run_1/density.png
Bar = 20 um. The die is cut into 8 by 8 equal tiles; black is low, pale yellow is high, 0 to 100% covered.
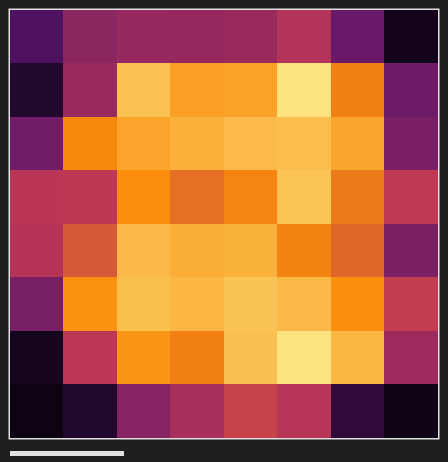
run_1/met2.png
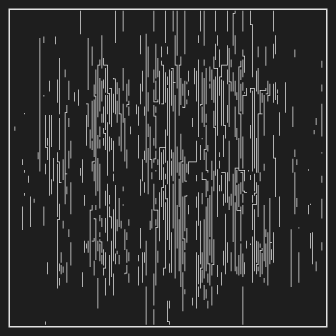
run_1/met1.png
Bar = 20 um.
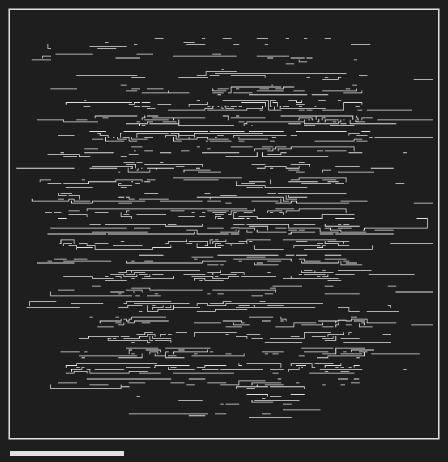
run_1/final_congestion.png
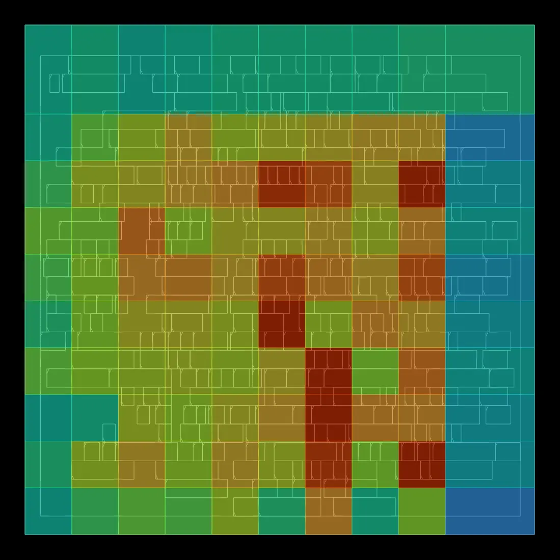
$ cat src/rtl/gtx_tx_framer.sv
// gtx_tx_framer
// Frames a valid/ready word stream into 8b/10b GTX TX words (txdata/txcharisk).
// Each frame is SOF, FRAME_LEN payload words (PAD fills source stalls), EOF and
// an XOR checksum word. Comma idles are sent between frames so the receiver can
// hold alignment. data_o/ctrl_o are registered: the word visible after an edge
// is the one chosen from the state before that edge.
module gtx_tx_framer #(
  parameter int DATA_BYTES = 2,
  parameter int FRAME_LEN  = 64,
  parameter int MIN_IDLE   = 4
) (
  input  logic                    gt0_txusrclk2,
  input  logic                    gt0_tx_fsm_reset_done,
  input  logic [8*DATA_BYTES-1:0] s_data_i,
  input  logic                    s_valid_i,
  output logic                    s_ready_o,
  output logic [DATA_BYTES-1:0]   ctrl_o,
  output logic [8*DATA_BYTES-1:0] data_o,
  output logic [7:0]              seq_o
);

  localparam int W   = 8 * DATA_BYTES;
  localparam int WCW = (FRAME_LEN > 1) ? $clog2(FRAME_LEN) : 1;
  localparam int ICW = (MIN_IDLE > 0) ? $clog2(MIN_IDLE + 1) : 1;

  // txcharisk patterns: only byte 0 ever carries a K-character
  localparam logic [DATA_BYTES-1:0] CTRL_K0 = DATA_BYTES'(1);
  localparam logic [DATA_BYTES-1:0] CTRL_D  = '0;

  // 8b/10b characters
  localparam logic [7:0] K28_5 = 8'hBC;
  localparam logic [7:0] K27_7 = 8'hFB;
  localparam logic [7:0] K28_0 = 8'h1C;
  localparam logic [7:0] K29_7 = 8'hFD;
  localparam logic [7:0] D16_2 = 8'h50;

  // Parameter legality is checked at elaboration so a bad build never reaches synthesis
  if (DATA_BYTES != 2 && DATA_BYTES != 4) begin : g_bad_data_bytes
    $error("gtx_tx_framer: DATA_BYTES must be 2 or 4, got %0d", DATA_BYTES);
  end
  if (FRAME_LEN < 1) begin : g_bad_frame_len
    $error("gtx_tx_framer: FRAME_LEN must be >= 1, got %0d", FRAME_LEN);
  end
  if (MIN_IDLE < 1) begin : g_bad_min_idle
    $error("gtx_tx_framer: MIN_IDLE must be >= 1, got %0d", MIN_IDLE);
  end

  typedef enum logic [2:0] {
    ST_IDLE,
    ST_SOF,
    ST_PAYLOAD,
    ST_EOF,
    ST_CHK
  } state_t;

  state_t           state_reg, state_next;
  logic [W-1:0]     data_reg, data_next;
  logic [DATA_BYTES-1:0] ctrl_reg, ctrl_next;
  logic [7:0]       seq_reg, seq_next;
  logic [W-1:0]     chk_reg, chk_next;
  logic [WCW-1:0]   word_cnt_reg, word_cnt_next;
  logic [ICW-1:0]   idle_cnt_reg, idle_cnt_next;

  logic [1:0]       rst_sync_reg;
  logic             rst_n_int;

  logic [W-1:0]     idle_word;
  logic [W-1:0]     sof_word;
  logic [W-1:0]     pad_word;
  logic [W-1:0]     eof_word;
  logic             idle_last;
  logic             word_last;
  logic             xfer;

  // Reset asserts immediately and releases on the second edge of gt0_txusrclk2
  always_ff @(posedge gt0_txusrclk2 or negedge gt0_tx_fsm_reset_done) begin
    if (!gt0_tx_fsm_reset_done) begin
      rst_sync_reg <= 2'b00;
    end else begin
      rst_sync_reg <= {rst_sync_reg[0], 1'b1};
    end
  end

  assign rst_n_int = rst_sync_reg[1];

  // Per-lane construction of the control words; lane 1 carries the sequence number
  for (genvar gi = 0; gi < DATA_BYTES; gi++) begin : g_lane
    if (gi == 0) begin : g_byte0
      assign idle_word[gi*8 +: 8] = K28_5;
      assign sof_word [gi*8 +: 8] = K27_7;
      assign pad_word [gi*8 +: 8] = K28_0;
      assign eof_word [gi*8 +: 8] = K29_7;
    end else if (gi == 1) begin : g_byte1
      assign idle_word[gi*8 +: 8] = D16_2;
      assign sof_word [gi*8 +: 8] = seq_reg;
      assign pad_word [gi*8 +: 8] = 8'h00;
      assign eof_word [gi*8 +: 8] = seq_reg;
    end else begin : g_byte_hi
      assign idle_word[gi*8 +: 8] = D16_2;
      assign sof_word [gi*8 +: 8] = 8'h00;
      assign pad_word [gi*8 +: 8] = 8'h00;
      assign eof_word [gi*8 +: 8] = 8'h00;
    end
  end

  // The IDLE word emitted this cycle counts toward the gap, so the gap after CHK
  // is exactly MIN_IDLE words when the source is always ready.
  assign idle_last = (idle_cnt_reg >= ICW'(MIN_IDLE - 1));
  assign word_last = (word_cnt_reg == WCW'(FRAME_LEN - 1));
  assign xfer      = (state_reg == ST_PAYLOAD) && s_valid_i;

  assign s_ready_o = (state_reg == ST_PAYLOAD);
  assign data_o    = data_reg;
  assign ctrl_o    = ctrl_reg;
  assign seq_o     = seq_reg;

  // FSM state register
  always_ff @(posedge gt0_txusrclk2 or negedge rst_n_int) begin
    if (!rst_n_int) begin
      state_reg <= ST_IDLE;
    end else begin
      state_reg <= state_next;
    end
  end

  // Output word, checksum, counters and sequence number registers
  always_ff @(posedge gt0_txusrclk2 or negedge rst_n_int) begin
    if (!rst_n_int) begin
      data_reg     <= '0;
      ctrl_reg     <= '0;
      seq_reg      <= '0;
      chk_reg      <= '0;
      word_cnt_reg <= '0;
      idle_cnt_reg <= '0;
    end else begin
      data_reg     <= data_next;
      ctrl_reg     <= ctrl_next;
      seq_reg      <= seq_next;
      chk_reg      <= chk_next;
      word_cnt_reg <= word_cnt_next;
      idle_cnt_reg <= idle_cnt_next;
    end
  end

  // Next-state decode and choice of the word to send on the next cycle
  always_comb begin
    state_next    = state_reg;
    data_next     = idle_word;
    ctrl_next     = CTRL_K0;
    seq_next      = seq_reg;
    chk_next      = chk_reg;
    word_cnt_next = word_cnt_reg;
    idle_cnt_next = idle_cnt_reg;

    case (state_reg)
      ST_IDLE: begin
        data_next = idle_word;
        ctrl_next = CTRL_K0;
        if (idle_cnt_reg < ICW'(MIN_IDLE)) begin
          idle_cnt_next = idle_cnt_reg + ICW'(1);
        end
        if (idle_last && s_valid_i) begin
          state_next = ST_SOF;
        end
      end

      ST_SOF: begin
        data_next     = sof_word;
        ctrl_next     = CTRL_K0;
        chk_next      = '0;
        word_cnt_next = '0;
        state_next    = ST_PAYLOAD;
      end

      ST_PAYLOAD: begin
        if (xfer) begin
          data_next     = s_data_i;
          ctrl_next     = CTRL_D;
          chk_next      = chk_reg ^ s_data_i;
          word_cnt_next = word_cnt_reg + WCW'(1);
          if (word_last) begin
            state_next = ST_EOF;
          end
        end else begin
          // Source stalled: fill the slot with PAD and wait indefinitely
          data_next = pad_word;
          ctrl_next = CTRL_K0;
        end
      end

      ST_EOF: begin
        data_next  = eof_word;
        ctrl_next  = CTRL_K0;
        state_next = ST_CHK;
      end

      ST_CHK: begin
        data_next     = chk_reg;
        ctrl_next     = CTRL_D;
        seq_next      = seq_reg + 8'd1;
        idle_cnt_next = '0;
        state_next    = ST_IDLE;
      end

      default: begin
        state_next = ST_IDLE;
      end
    endcase
  end

endmodule

$ cat config.mk
export PLATFORM = sky130hd
export DESIGN_NAME = gtx_tx_framer
export DESIGN_NICKNAME = d
export VERILOG_FILES = /design/src/rtl/gtx_tx_framer.sv
export SDC_FILE = /design/constraint.sdc
export NUM_CORES = 1
export LEC_CHECK = 0
export CORE_MARGIN = 2
export CORE_UTILIZATION = 49
export DETAILED_ROUTE_END_ITERATION = 10
export PLACE_DENSITY = 0.76
export RECOVER_POWER = 100
export SETUP_SLACK_MARGIN = 0.15
export SYNTH_ARGS = -nofsm -noshare
export SYNTH_HDL_FRONTEND = slang
export SYNTH_SLANG_ARGS = --single-unit
$ cat constraint.sdc
create_clock -name gt0_txusrclk2 -period 1.8 [get_ports gt0_txusrclk2]
set_input_delay 0.36 -clock gt0_txusrclk2 [delete_from_list [all_inputs] [get_ports gt0_txusrclk2]]
set_output_delay 0.36 -clock gt0_txusrclk2 [all_outputs]
set_load 0.01 [all_outputs]
==> notes.md, run 1 <==
flow finished, numbers: initial antenna violation count 0, Synth Instances 245, R2R Setup Slk 0.16 ns, TNS Setup 0 ns, fraction of layout cells with a size suffix above 1 13.6%, floorplan core density 51.6%, # diodes 0, OpenROAD warnings 28, dpl ws -0.0406 ns, Synth flops 55, CP max stage delay 0.60 ns, status completed, vias in the first global route 1951, Reg2Reg Depth 6, clk buf depth 2, Die Wd 75.3 um, type of the worst min-delay path in -> async, Latency at later pin 0.31 ns, First-pass DRT Iterations 5, Worst-path clk slew 0.09 ns, DR vias/cell 5.48, yosys stat chip area 2490 sq um, crit path max-delay cell type dlygate4sd3_1, routed vias 2055, CTS buffer count 5, RePlAce Congestion 0.744, Synth Area per Inst 10.2 sq um, critical path cell sequence dlygate4sd3_1, Worst Max-Slew Pin Slew 0.786 ns, Bufs and invs on worst path 1, first-pass GRT wire length 8830 um, yosys warns 0, io pins 46, All-Layer GR Usage 20.6%, # port buffers 44, RR Endpoint data_o[4], Post-synth EDFFs 0, Synthesized Nets 268, num rows 25, Pleak 1.57 nW, worst hold slack 0.269 ns, root buffer cell clkbuf_8, CP Launch Type flop
Notes on density.png above:
The fullest tile reaches 94%. The emptiest ninth of the die: lower left. 38% of the tiles are over 75% full. The densest ninth of the die: centre.

Notes on met2.png above:
The layer holds 49% of the routed length. The wires run mostly vertical. The layer carries 2720 um of wire. 284 nets have wire on it. The longest straight run is 43.5 um.

Notes on met1.png above:
The layer holds 45% of the routed length. The longest straight run is 28.1 um. The wires run mostly horizontal. The layer carries 2470 um of wire. 292 nets have wire on it.

Notes on final_congestion.png above:
final core occ: 68.9%
WL/cell: 14.7 um
met2 usage: 33.7%
global route hottest layer: met2
met3 Usage GRT: 4.02%

-- run 1: worst max-delay path by stage --
| stage | startpoint | depth (start not counted) | slack (ns) | endpoint |
|---|---|---|---|---|
| 2_1_floorplan | rst_sync_reg[1] | 0 | 0.16 | chk_reg[0] |
| 6_report | seq_o[4] | 1 | 0.11 | seq_o[4] |
| 4_1_cts | state_reg[0] | 3 | 0.15 | s_ready_o |
| 3_5_place_dp | s_valid_i | 5 | -0.04 | chk_reg[1] |
| 5_1_grt | s_valid_i | 5 | 0.07 | data_o[13] |
| 3_3_place_gp | s_valid_i | 5 | 0.004 | word_cnt_reg[3] |
-- run 1: timing repair --
action | 4_1_cts | 5_1_grt
hold buffers | 0 | 0
setup buffers | 11 | 0
gates resized | 8 | 8
setup endpoints to repair | 13 | 21
pin swaps | 2 | 0
-- run 1: cell families after synthesis --
family	synth area share (%)
compound gates	16.7
xor+xnor	2.46
fa+ha+maj	2.01
buf+inv	6.84
flops	55.3
mux	0.855
other cells	0.302
simple gates	15.5
-- run 1: synth_stat cells, types with 3 or more instances --
cell type	instances	area [sq um]
nand3_1	5	25.0
o21ai_0	27	135
nand2_1	11	41.3
or3_1	20	125
xor2_1	3	26.3
nor2_1	4	15.0
o22a_1	3	26.3
nand4_1	3	18.8
buf_4	3	22.5
a21oi_1	29	145
a222oi_1	6	60.1
inv_1	24	90.1
ha_1	4	50.1
dfrtp_1	55	1380
xnor2_1	4	35.0
clkbuf_1	9	33.8
or3b_1	3	26.3
nor2b_1	4	25.0
buf_2	4	20.0
-- run 1: power breakdown --
part	leakage (nW)	total (mW)	switching (mW)	internal [mW]
registers	0.696	1.88	0.224	1.65
clock network	0.0654	0.955	0.399	0.556
logic	0.812	1.85	0.927	0.922
total	1.57	4.68	1.55	3.13
-- run 1: metal layers --
metal  global-route usage [%]  part of all wire (%)
met5                        0                     0
met4                     7.21                   1.4
met1                     27.6                    45
met3                     4.02                   4.2
met2                     33.7                    49
-- run 1: cell type report --
cell class / count / area share, %
Inverter: 25 / 2.83
Clock buffer: 6 / 2.19
Multi-Input combinational cell: 149 / 29.1
Clock inverter: 2 / 1.81
Timing Repair Buffer: 71 / 19.9
Sequential cell: 55 / 41.6
Tap cell: 67 / 2.53
-- run 1: layout by cell type (no fill, tap or decap), drive strengths merged, types with 3 or more instances in the layout --
| cell type | n |
|---|---|
| o22a | 3 |
| nor2b | 4 |
| or3 | 20 |
| o21ai | 27 |
| nor3b | 3 |
| ha | 4 |
| dfrtp | 55 |
| a21oi | 29 |
| nand3 | 5 |
| a222oi | 6 |
| xnor2 | 4 |
| or3b | 3 |
| clkdlybuf4s50 | 16 |
| nor2 | 4 |
| nand2 | 11 |
| xor2 | 3 |
| clkbuf | 9 |
| inv | 25 |
| nand4 | 3 |
| dlygate4sd3 | 26 |
| buf | 25 |
-- run 1: worst register-to-register path: cells and delay by family (launching register included) --
family,cells,cell delay (ns)
AND/OR/NAND/NOR,2,0.33
buffers and inverters,3,0.53
flip-flops,1,0.40
AND-OR/OR-AND,1,0.27
==> run 2, diff against run 1 <==
--- a/config.mk
+++ b/config.mk
@@ -6,9 +6,9 @@
 export NUM_CORES = 1
 export LEC_CHECK = 0
 export CORE_MARGIN = 2
-export CORE_UTILIZATION = 49
+export CORE_UTILIZATION = 41
 export DETAILED_ROUTE_END_ITERATION = 10
-export PLACE_DENSITY = 0.76
+export PLACE_DENSITY = 0.65
 export RECOVER_POWER = 100
 export SETUP_SLACK_MARGIN = 0.15
 export SYNTH_ARGS = -nofsm -noshare
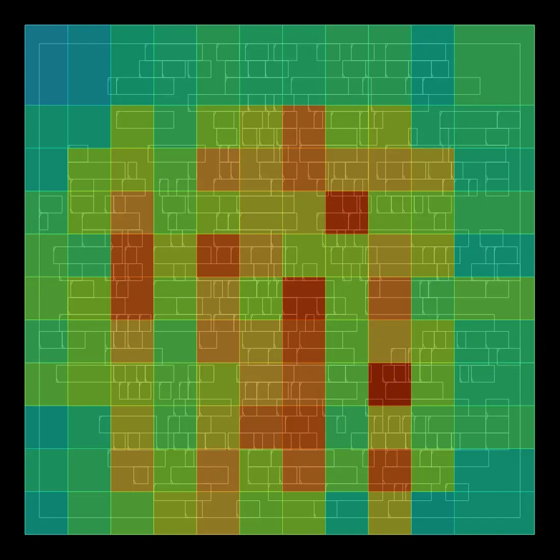
run_2/final_congestion.png
WL/cell: 14.2 um
All-Layer GR Usage: 17.2%
met1 usage in global routing: 23.5%

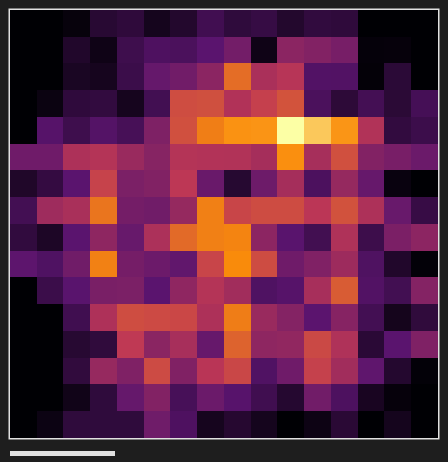
run_2/wire_density.png
Bar = 20 um. The die is cut into 16 by 16 equal tiles; black is low, pale yellow is high, scaled to the fullest tile. Values are wire area over tile area, all layers added.
The fullest tile reaches 0.45. The emptiest ninth of the die: upper left. 15% of the tiles are over half the peak. 14% of the tiles are nearly empty. The densest ninth of the die: centre. The mean over all tiles is 0.13.

==> notes.md, run 2 <==
flow finished, numbers: Synth Area per Inst 10.2 sq um (unchanged), Worst-path clk slew 0.09 ns (about the same), most numerous logic cells after layout 52 x dfrtp_1, 28 x a21oi_1, 27 x o21ai_0, 25 x inv_1, 24 x dlygate4sd3_1, # diodes 0 (unchanged), floorplan core density 42.3% (-9.4 points), vias in the first global route 1876 (-3.8%), top cells by count, synth 55 x dfrtp_1, 29 x a21oi_1, 27 x o21ai_0, 24 x inv_1, 20 x or3_1, Latency at later pin 0.30 ns (about the same), Mux area share 0.855% (unchanged), root buffer cell clkbuf_8, RePlAce Congestion 0.739 (-0.78%), yosys aoi share 16.7% (unchanged), XOR Share, Synth 2.46% (unchanged), first-pass GRT wire length 8800 um (-0.32%), status completed, Die Wd 81.9 um (+8.8%), top-area cell type share of the netlist area 55.3% (unchanged), Pleak 1.52 nW (-3.4%), Synthesized Nets 268 (unchanged), Bufs and invs on worst path 1 (unchanged), hold-fix buffers at CTS 0 (unchanged), Adders+Majority by Area 2.01% (unchanged)
-- run 2: per-stage QoR --
stage	worst slack, ns	instances	total power [mW]	utilization, %
6_report	0.134	380	4.32	54.9
5_1_grt	0.0596	380	4.67	54.9
4_1_cts	0.133	379	4.39	54.6
3_5_place_dp	-0.0120	365	3.68	52.3
3_3_place_gp	0.0346	365	3.64	52.3
2_1_floorplan	0.155	245	2.91	-
-- run 2: worst paths after layout --
| check | cells past startpoint | start | end | slack [ns] |
|---|---|---|---|---|
| worst max-delay path | 1 | seq_o[2] | seq_o[2] | 0.13 |
| worst min-delay path | 1 | gt0_tx_fsm_reset_done | rst_sync_reg[1] | 0.27 |
| worst max register to register | 4 | state_reg[0] | seq_o[7] | 0.16 |
| worst min register to register | 0 | rst_sync_reg[1] | data_o[15] | 0.34 |
| max in group asynchronous | 1 | rst_sync_reg[1] | data_o[10] | 0.51 |
| min in group gt0_txusrclk2 | 0 | rst_sync_reg[0] | rst_sync_reg[1] | 0.36 |
-- run 2: routing by layer --
layer	wire (um)	part of all wire, %	GRT usage [%]
met4	14	0.26	5.33
met2	2570	47	27.1
met3	252	4.7	4.29
met1	2570	48	23.5
met5	0	0	0
-- run 2: cells by family (layout without fill, tap and decap cells) --
| kind of cell | after synthesis | in the layout |
|---|---|---|
| XOR/XNOR | 7 | 7 |
| flip-flops | 55 | 55 |
| buffers and inverters | 41 | 101 |
| AND-OR/OR-AND | 71 | 71 |
| adder cells (fa/ha/maj) | 4 | 4 |
| multiplexers | 2 | 2 |
| AND/OR/NAND/NOR | 63 | 63 |
| other | 2 | 2 |
-- run 2: power by group --
| part | total [mW] | leakage (nW) | internal [mW] | switching (mW) |
|---|---|---|---|---|
| Clock | 0.649 | 0.0412 | 0.273 | 0.377 |
| Sequential | 1.87 | 0.697 | 1.66 | 0.219 |
| Combinational | 1.79 | 0.782 | 0.883 | 0.911 |
-- run 2: cell type report --
cell class	instances	area, sq um	share of cell area [%]
Sequential cell	55	1380	42.7
Multi-Input combinational cell	149	968	30.0
Timing Repair Buffer	68	612	18.9
Inverter	25	93.8	2.90
Tap cell	75	93.8	2.90
Clock buffer	6	72.6	2.24
Clock inverter	2	12.5	0.387
-- run 2: what timing repair did --
action | CTS | global route
resized | 10 | 14
pin swaps | 1 | 3
setup buffers | 6 | 1
endpoints found under the setup margin | 9 | 30
==> run 3, diff against run 2 <==
--- a/config.mk
+++ b/config.mk
@@ -6,10 +6,9 @@
 export NUM_CORES = 1
 export LEC_CHECK = 0
 export CORE_MARGIN = 2
-export CORE_UTILIZATION = 41
+export CORE_UTILIZATION = 52
 export DETAILED_ROUTE_END_ITERATION = 10
-export PLACE_DENSITY = 0.65
-export RECOVER_POWER = 100
+export PLACE_DENSITY = 0.79
 export SETUP_SLACK_MARGIN = 0.15
 export SYNTH_ARGS = -nofsm -noshare
 export SYNTH_HDL_FRONTEND = slang
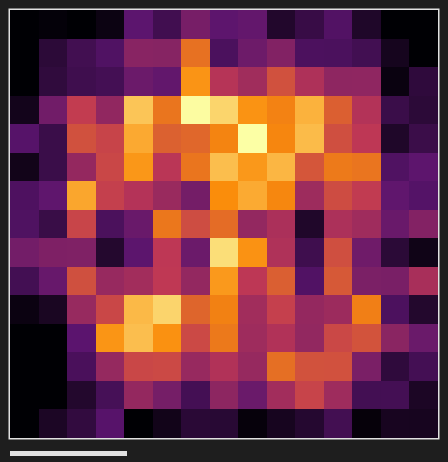
run_3/wire_density.png
Bar = 20 um. The die is cut into 15 by 15 equal tiles; black is low, pale yellow is high, scaled to the fullest tile. Values are wire area over tile area, all layers added.
8.0% of the tiles are nearly empty. 32% of the tiles are over half the peak. The fullest tile reaches 0.44. The densest ninth of the die: centre.

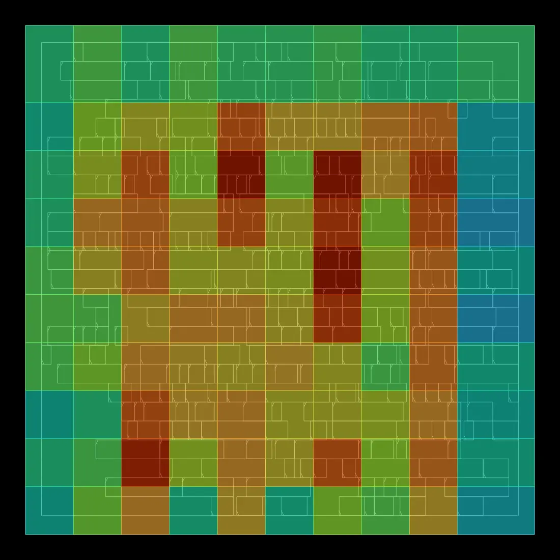
run_3/final_congestion.png
met1 usage in global routing: 30.6%
WL/cell: 15.4 um
final core occ: 71.3%
All-Layer GR Usage: 22.0%

==> notes.md, run 3 <==
flow finished, numbers: Bufs and invs on worst path 1 (unchanged), synthesized cell area 2490 sq um, DR vias/cell 5.62, die height 73.2 um, synth unique cells 38, status completed, Latency at later pin 0.30 ns (about the same), vias in the first global route 1901 (+1.3%), Max Slew Vio Count 0, first-pass GRT wire length 9110 um (+3.5%), Synthesized Nets 268 (unchanged), Power, Total 4.58 mW (+6.2%), clk buf depth 2, Placed Cells 345 (-5.5%), root buffer cell clkbuf_8, most numerous logic cells after layout 51 x dfrtp_1, 43 x clkdlybuf4s50_1, 26 x o21ai_0, 25 x a21oi_1, CP max FO 13, dpl ws -0.0438 ns (-0.0318 ns), critical path cell sequence buf_4 > nand4bb_4 > or4_1 > a21oi_2, full die area 5350 sq um, Fmax 604 MHz, RePlAce Congestion 0.780 (+5.6%), Max IR drop VDD 0.000686 V, floorplan core density 53.4% (+11 points), CP Launch Type flop, fin worst setup slack 0.145 ns (+0.0104 ns), Async SR Flop Fraction 100%, hold-fix buffers at CTS 0 (unchanged), Synth Area per Inst 10.2 sq um (unchanged), dominant synthesized flop cell dfrtp_1, yosys warns 0, top cells by count, synth 55 x dfrtp_1, 29 x a21oi_1, 27 x o21ai_0, 24 x inv_1, 20 x or3_1, Worst Max-Slew Pin Slew 0.645 ns, type of the worst min-delay path in -> async, top-area cell type share of the netlist area 55.3% (unchanged), power per cell area 1380 nW/um^2, # port buffers 44, MaxCap Viol Count 0, Cell Count, Final, Fillers Out 363 (-4.5%), Die Wd 73.2 um (-11%), Top cell excl fill/tap dfrtp_1, Worst-path clk slew 0.09 ns (about the same), # diodes 0 (unchanged), WP data arrival 1.89 ns, io pins 46, critical path capture point type flop, Pleak 1.54 nW (+1.6%)
==> run 3: cell counts after synthesis <==
Identical to the previous run, type by type.
==> run 3: where the power goes <==
group / switching (mW) / total (mW) / internal (mW)
clock network: 0.379 / 0.731 / 0.352
registers: 0.233 / 1.89 / 1.66
logic: 0.940 / 1.97 / 1.03
total: 1.55 / 4.58 / 3.03
==> run 3: worst reg2reg max path, stage by stage, from the launching register on <==
cell and delay (ns):
dfrtp_1 0.38, buf_4 0.18, nand4bb_4 0.29, or4_1 0.58
a21oi_2 0.16
==> run 3: logic make-up after synthesis <==
logic type	Yosys count	synth area share, %
adders and majority gates	4	2.01
other	2	0.302
and+or+nand+nor	63	15.5
buffers and inverters	41	6.84
AOI/OAI and AO/OA	71	16.7
muxes	2	0.855
DFF	55	55.3
xor gates and xnor gates	7	2.46
==> run 3: area by class of cell <==
| type | count | area, sq um | area share, % |
|---|---|---|---|
| flip-flops and latches | 55 | 1380 | 41.6 |
| multi-input cells | 149 | 982 | 29.6 |
| repair buffers | 72 | 698 | 21.0 |
| clock buffers | 8 | 100 | 3.01 |
| well taps | 54 | 67.6 | 2.03 |
| inverters | 25 | 93.8 | 2.82 |
==> run 3: final timing paths <==
path / endpoint / cells past startpoint / slack [ns] / startpoint
setup / recovery: word_cnt_reg[5] / 4 / 0.14 / state_reg[2]
hold / removal: rst_sync_reg[0] / 1 / 0.21 / gt0_tx_fsm_reset_done
setup reg to reg: word_cnt_reg[5] / 4 / 0.14 / state_reg[2]
hold reg to reg: data_o[11] / 0 / 0.23 / rst_sync_reg[1]
max in group asynchronous: chk_reg[7] / 1 / 1.02 / rst_sync_reg[1]
min in group gt0_txusrclk2: rst_sync_reg[1] / 0 / 0.36 / rst_sync_reg[0]
==> run 3: layer usage <==
metal / part of all wire, % / GRT usage [%] / wire length, um / up-vias
li1: - / - / - / 976
met1: 44 / 30.6 / 2440 / 1000
met2: 50 / 35.4 / 2810 / 58
met3: 4.7 / 3.87 / 262 / 7
met4: 1.4 / 6.58 / 78 / 0
met5: 0 / 0 / 0 / -
==> run 3: timing repair <==
action / 4_1_cts / 5_1_grt
pin swaps: 1 / 1
endpoints found under the hold margin: 0 / 0
setup endpoints to repair: 9 / 24
resized: 7 / 14
cloned: 0 / 1
buffers inserted: 7 / 2
Power is estimated from default activity; no workload was simulated.
